`src/rtl/ika87ad_mcseq_if.sv`:
```
// Microcode ROM and bus handshake between the IKA87AD sequencer (master) and its ROM/bus unit (slave).
// Signal names carry their direction as seen from the sequencer.
interface ika87ad_mcseq_if #(
  parameter int ADDR_W = 8
);
  logic              o_MCROM_READ_TICK;
  logic [ADDR_W-1:0] o_MCROM_ADDR;
  logic [17:0]       i_MCROM_DATA;
  logic              o_BUS_REQ;
  logic [1:0]        o_BUS_TYPE;
  logic              i_BUS_DONE;

  modport master (
    output o_MCROM_READ_TICK,
    output o_MCROM_ADDR,
    input  i_MCROM_DATA,
    output o_BUS_REQ,
    output o_BUS_TYPE,
    input  i_BUS_DONE
  );

  modport slave (
    input  o_MCROM_READ_TICK,
    input  o_MCROM_ADDR,
    output i_MCROM_DATA,
    input  o_BUS_REQ,
    input  o_BUS_TYPE,
    output i_BUS_DONE
  );
endinterface

```
`src/rtl/ika87ad_mcseq.sv`:
```
// IKA87AD microcode sequencer: fetches an opcode, walks its microsteps through the ROM and
// issues one bus cycle per step; halt and fault handling happen at instruction boundaries.
module ika87ad_mcseq #(
  parameter int  MAX_STEPS = 8,
  parameter int  ADDR_W    = 8,
  localparam int STEP_W    = (MAX_STEPS > 1) ? $clog2(MAX_STEPS) : 1
) (
  input  logic               i_CLK,
  input  logic               i_RST,
  input  logic               i_CEN,
  input  logic [ADDR_W-1:0]  i_ENTRY_ADDR,
  ika87ad_mcseq_if.master    mc,
  output logic               o_MC_EXEC,
  output logic [STEP_W-1:0]  o_STEP,
  output logic               o_INSTR_DONE,
  input  logic               i_HALT,
  output logic               o_HALTED,
  output logic               o_FAULT
);

  typedef enum logic [2:0] {
    ST_RST   = 3'd0,
    ST_FETCH = 3'd1,
    ST_TICK  = 3'd2,
    ST_EXEC  = 3'd3,
    ST_BUS   = 3'd4,
    ST_HALT  = 3'd5
  } state_e;

  localparam logic [1:0]        BT_RD4    = 2'b00;
  localparam logic [2:0]        CODE_RD4  = 3'd0;
  localparam logic [2:0]        CODE_INT  = 3'd3;
  localparam logic [STEP_W-1:0] LAST_STEP = STEP_W'(MAX_STEPS - 1);

  function automatic logic is_reserved(input logic [2:0] code);
    return code[2];
  endfunction

  function automatic logic ends_instr(input logic [2:0] code);
    return (code == CODE_RD4) || is_reserved(code);
  endfunction

  state_e              state_q;
  logic [ADDR_W-1:0]   addr_q;
  logic [STEP_W-1:0]   step_q;
  logic                bus_req_q;
  logic [1:0]          bus_type_q;
  logic                tick_q;
  logic                exec_q;
  logic                instr_done_q;
  logic                halted_q;
  logic                fault_q;

  logic [2:0]          code_s;
  logic                last_step_s;
  logic                end_s;
  logic                fault_end_s;
  logic                unused_data_s;

  assign code_s        = mc.i_MCROM_DATA[2:0];
  assign last_step_s   = (step_q == LAST_STEP);
  // A step-limit abort ends the instruction exactly like RD4 but also flags a fault.
  assign end_s         = ends_instr(code_s) || last_step_s;
  assign fault_end_s   = is_reserved(code_s) || (!ends_instr(code_s) && last_step_s);
  assign unused_data_s = ^mc.i_MCROM_DATA[17:3];

  // Sequencer state machine with all outputs held in registers.
  always_ff @(posedge i_CLK) begin
    if (i_RST) begin
      state_q      <= ST_RST;
      addr_q       <= {ADDR_W{1'b0}};
      step_q       <= {STEP_W{1'b0}};
      bus_req_q    <= 1'b0;
      bus_type_q   <= BT_RD4;
      tick_q       <= 1'b0;
      exec_q       <= 1'b0;
      instr_done_q <= 1'b0;
      halted_q     <= 1'b0;
      fault_q      <= 1'b0;
    end else if (i_CEN) begin
      case (state_q)
        ST_RST: begin
          state_q    <= ST_FETCH;
          bus_req_q  <= 1'b1;
          bus_type_q <= BT_RD4;
        end
        ST_FETCH: begin
          if (mc.i_BUS_DONE) begin
            addr_q       <= i_ENTRY_ADDR;
            step_q       <= {STEP_W{1'b0}};
            bus_req_q    <= 1'b0;
            instr_done_q <= 1'b1;
            tick_q       <= 1'b1;
            state_q      <= ST_TICK;
          end
        end
        ST_TICK: begin
          tick_q       <= 1'b0;
          instr_done_q <= 1'b0;
          exec_q       <= 1'b1;
          state_q      <= ST_EXEC;
        end
        ST_EXEC: begin
          exec_q <= 1'b0;
          if (end_s) begin
            if (fault_end_s) begin
              fault_q <= 1'b1;
            end
            if (i_HALT) begin
              halted_q <= 1'b1;
              state_q  <= ST_HALT;
            end else begin
              bus_req_q  <= 1'b1;
              bus_type_q <= BT_RD4;
              state_q    <= ST_FETCH;
            end
          end else if (code_s == CODE_INT) begin
            addr_q  <= addr_q + ADDR_W'(1'b1);
            step_q  <= step_q + STEP_W'(1'b1);
            tick_q  <= 1'b1;
            state_q <= ST_TICK;
          end else begin
            bus_req_q  <= 1'b1;
            bus_type_q <= code_s[1:0];
            state_q    <= ST_BUS;
          end
        end
        ST_BUS: begin
          if (mc.i_BUS_DONE) begin
            bus_req_q <= 1'b0;
            addr_q    <= addr_q + ADDR_W'(1'b1);
            step_q    <= step_q + STEP_W'(1'b1);
            tick_q    <= 1'b1;
            state_q   <= ST_TICK;
          end
        end
        ST_HALT: begin
          if (!i_HALT) begin
            halted_q   <= 1'b0;
            bus_req_q  <= 1'b1;
            bus_type_q <= BT_RD4;
            state_q    <= ST_FETCH;
          end
        end
        default: begin
          bus_req_q    <= 1'b0;
          tick_q       <= 1'b0;
          exec_q       <= 1'b0;
          instr_done_q <= 1'b0;
          halted_q     <= 1'b0;
          state_q      <= ST_RST;
        end
      endcase
    end
  end

  // Strobes are registered but masked while the clock enable is low so a frozen cycle never repeats them.
  assign mc.o_MCROM_READ_TICK = tick_q & i_CEN;
  assign o_MC_EXEC            = exec_q & i_CEN;
  assign o_INSTR_DONE         = instr_done_q & i_CEN;
  assign mc.o_MCROM_ADDR      = addr_q;
  assign mc.o_BUS_REQ         = bus_req_q;
  assign mc.o_BUS_TYPE        = bus_type_q;
  assign o_STEP               = step_q;
  assign o_HALTED             = halted_q;
  assign o_FAULT              = fault_q;

endmodule

```
`src/flat_wrapper.sv`:
```
// flat-port wrapper written by rule: the top's interface ports become plain ports
module ika87ad_mcseq_flat 
#(
  parameter int  MAX_STEPS = 8,
  parameter int  ADDR_W    = 8,
  localparam int STEP_W    = (MAX_STEPS > 1) ? $clog2(MAX_STEPS) : 1
)
  (i_CLK, i_RST, i_CEN, i_ENTRY_ADDR, o_MC_EXEC, o_STEP, o_INSTR_DONE, i_HALT, o_HALTED, o_FAULT, mc_o_MCROM_READ_TICK, mc_o_MCROM_ADDR, mc_i_MCROM_DATA, mc_o_BUS_REQ, mc_o_BUS_TYPE, mc_i_BUS_DONE);
  ika87ad_mcseq_if #(.ADDR_W(ADDR_W)) mc_i ();
  input  logic i_CLK;
  input  logic i_RST;
  input  logic i_CEN;
  input  logic [ADDR_W-1:0] i_ENTRY_ADDR;
  output logic o_MC_EXEC;
  output logic [STEP_W-1:0] o_STEP;
  output logic o_INSTR_DONE;
  input  logic i_HALT;
  output logic o_HALTED;
  output logic o_FAULT;
  output wire logic [$bits(mc_i.o_MCROM_READ_TICK)-1:0] mc_o_MCROM_READ_TICK;
  output wire logic [$bits(mc_i.o_MCROM_ADDR)-1:0] mc_o_MCROM_ADDR;
  input wire logic [$bits(mc_i.i_MCROM_DATA)-1:0] mc_i_MCROM_DATA;
  output wire logic [$bits(mc_i.o_BUS_REQ)-1:0] mc_o_BUS_REQ;
  output wire logic [$bits(mc_i.o_BUS_TYPE)-1:0] mc_o_BUS_TYPE;
  input wire logic [$bits(mc_i.i_BUS_DONE)-1:0] mc_i_BUS_DONE;
  assign mc_o_MCROM_READ_TICK = mc_i.o_MCROM_READ_TICK;
  assign mc_o_MCROM_ADDR = mc_i.o_MCROM_ADDR;
  assign mc_i.i_MCROM_DATA = mc_i_MCROM_DATA;
  assign mc_o_BUS_REQ = mc_i.o_BUS_REQ;
  assign mc_o_BUS_TYPE = mc_i.o_BUS_TYPE;
  assign mc_i.i_BUS_DONE = mc_i_BUS_DONE;
  ika87ad_mcseq #(.MAX_STEPS(MAX_STEPS), .ADDR_W(ADDR_W)) u_core (.i_CLK(i_CLK), .i_RST(i_RST), .i_CEN(i_CEN), .i_ENTRY_ADDR(i_ENTRY_ADDR), .mc(mc_i), .o_MC_EXEC(o_MC_EXEC), .o_STEP(o_STEP), .o_INSTR_DONE(o_INSTR_DONE), .i_HALT(i_HALT), .o_HALTED(o_HALTED), .o_FAULT(o_FAULT));
endmodule
```
`config.mk`:
```
export PLATFORM = sky130hd
export DESIGN_NAME = ika87ad_mcseq_flat
export DESIGN_NICKNAME = d
export VERILOG_FILES = /design/src/rtl/ika87ad_mcseq_if.sv /design/src/rtl/ika87ad_mcseq.sv /design/src/flat_wrapper.sv
export SDC_FILE = /design/constraint.sdc
export NUM_CORES = 1
export LEC_CHECK = 0
export CAP_MARGIN = 30
export CORE_MARGIN = 2
export CORE_UTILIZATION = 45
export DETAILED_ROUTE_END_ITERATION = 8
export HOLD_SLACK_MARGIN = 0.06
export PLACE_DENSITY = 0.8
export SYNTH_ARGS = -nofsm -noshare
export SYNTH_HDL_FRONTEND = slang
export SYNTH_SLANG_ARGS = --single-unit
```
`constraint.sdc`:
```
create_clock -name i_CLK -period 2.41 [get_ports i_CLK]
set_input_delay 0.241 -clock i_CLK [delete_from_list [all_inputs] [get_ports i_CLK]]
set_output_delay 0.241 -clock i_CLK [all_outputs]
set_load 0.05 [all_outputs]
```
Fig. 1: routing congestion
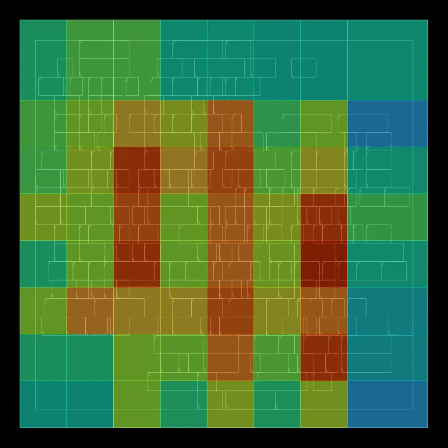
GR Layer Usage met1: 23.6%
GRT Total Usage: 19.1%
mean routed wirelength per cell: 13.1 um

Fig. 2: placed cells, one color a class
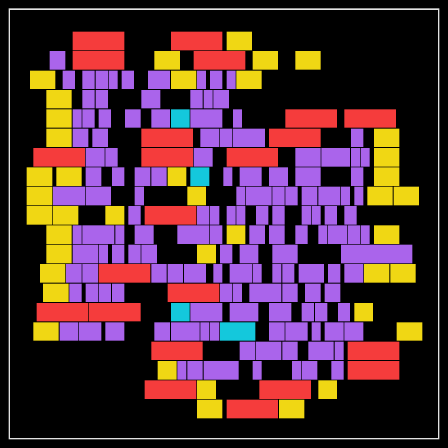
| class | color | cells |
|---|---|---|
| other buffers and delay cells | yellow | 40 |
| clock drivers and dummy loads | cyan | 4 |
| all other logic | purple | 142 |
| flip-flops | red | 22 |

==> run notes <==
Physical implementation status

The via count of the routed design stands at ~1.4k. For reference, the top cells by area after synthesis are dfxtp_1 (31%), a21oi_1 (5.3%), o21ai_0 (5.3%). For reference, the critical path is captured by u_core.mc.o_MCROM_ADDR[0]$_SDFFE_PP0P_. The tree is rooted in a clkbuf_4.

Along the worst path, the maximum fanout reaches 13. After the last flow step, the layout net total stands at between 200 and 250. By area, the combinational part of the netlist is dominated by AND-OR/OR-AND gates. The analysis attributes to cell leakage a power of approximately 0.7 nW. The routed layout reports a DRC error count of 0. The path depth of the worst reg2reg path stands at 7. In this run the most critical hold path is launched from u_core.mc.o_BUS_REQ$_SDFFE_PP0P_. The flow ran to the end, and the final reports show no timing, DRC or antenna violations. The pre-CTS setup slack stands at around 280 ps. The instance tally after logic synthesis stands at about 180.

In the final layout, the fill cell count is 271. OpenROAD emitted warnings numbering 41. Averaged over all synthesized cells, the footprint is about 8 um2.

The cell that appears most often on the critical path is ha_1. The cell area reported after detailed placement stands at approximately 1800 um2. The cell type that accounts for the most area after synthesis is dfxtp_1. Sequential cells account for about 50% of the total power.
Fig. 3: PDN straps and rails
Scale bar: 20 um. Pins as bars on the die edge.
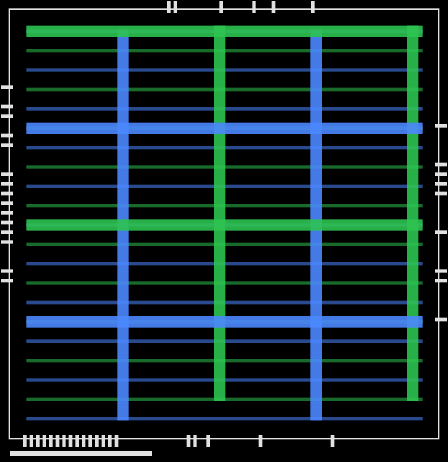
| net | color |
|---|---|
| VDD | green |
| VSS | blue |
met4 straps: 4
met5 straps: 4
met1 rails: 21
die extent in y: 60.1 um
Chip Width: 60.1 um
Worst IR Drop VDD: 0.000351 V

Fig. 4: nets reached from selected ports
Scale bar: 20 um.
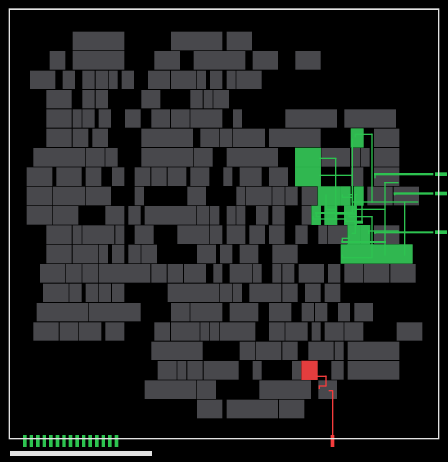
| port | color | bits | direction | end cells | buffers | wire |
|---|---|---|---|---|---|---|
| mc_i_MCROM_DATA | green | 18 | input | 12 | 3 | 152 um |
| o_INSTR_DONE | red | 1 | output | 1 | 1 | 10.8 um |
io pins: 50
IO Port Bufs: 34

==> stage by stage <==
step | util, % | power, mW | hold WS [ps] | cells
floorplan | - | 0.536 | 367 | 177
detailed placement | 59.0 | 0.606 | 457 | 248
global route | 60.2 | 0.838 | 523 | 252
CTS | 60.2 | 0.809 | 486 | 252
finish | 60.2 | 0.801 | 479 | 252
global placement | 59.0 | 0.600 | 450 | 248
==> registers in the layout (all words and copies together), names as in the netlist <==
name / flops
u_core.exec_q: 1
u_core.instr_done_q: 1
u_core.mc.o_BUS_REQ: 1
u_core.mc.o_BUS_TYPE: 2
u_core.mc.o_MCROM_ADDR: 8
u_core.o_FAULT: 1
u_core.o_HALTED: 1
u_core.o_STEP: 3
u_core.state_q: 3
u_core.tick_q: 1
Power figures rest on the tool's default switching activity, not on a simulated workload.
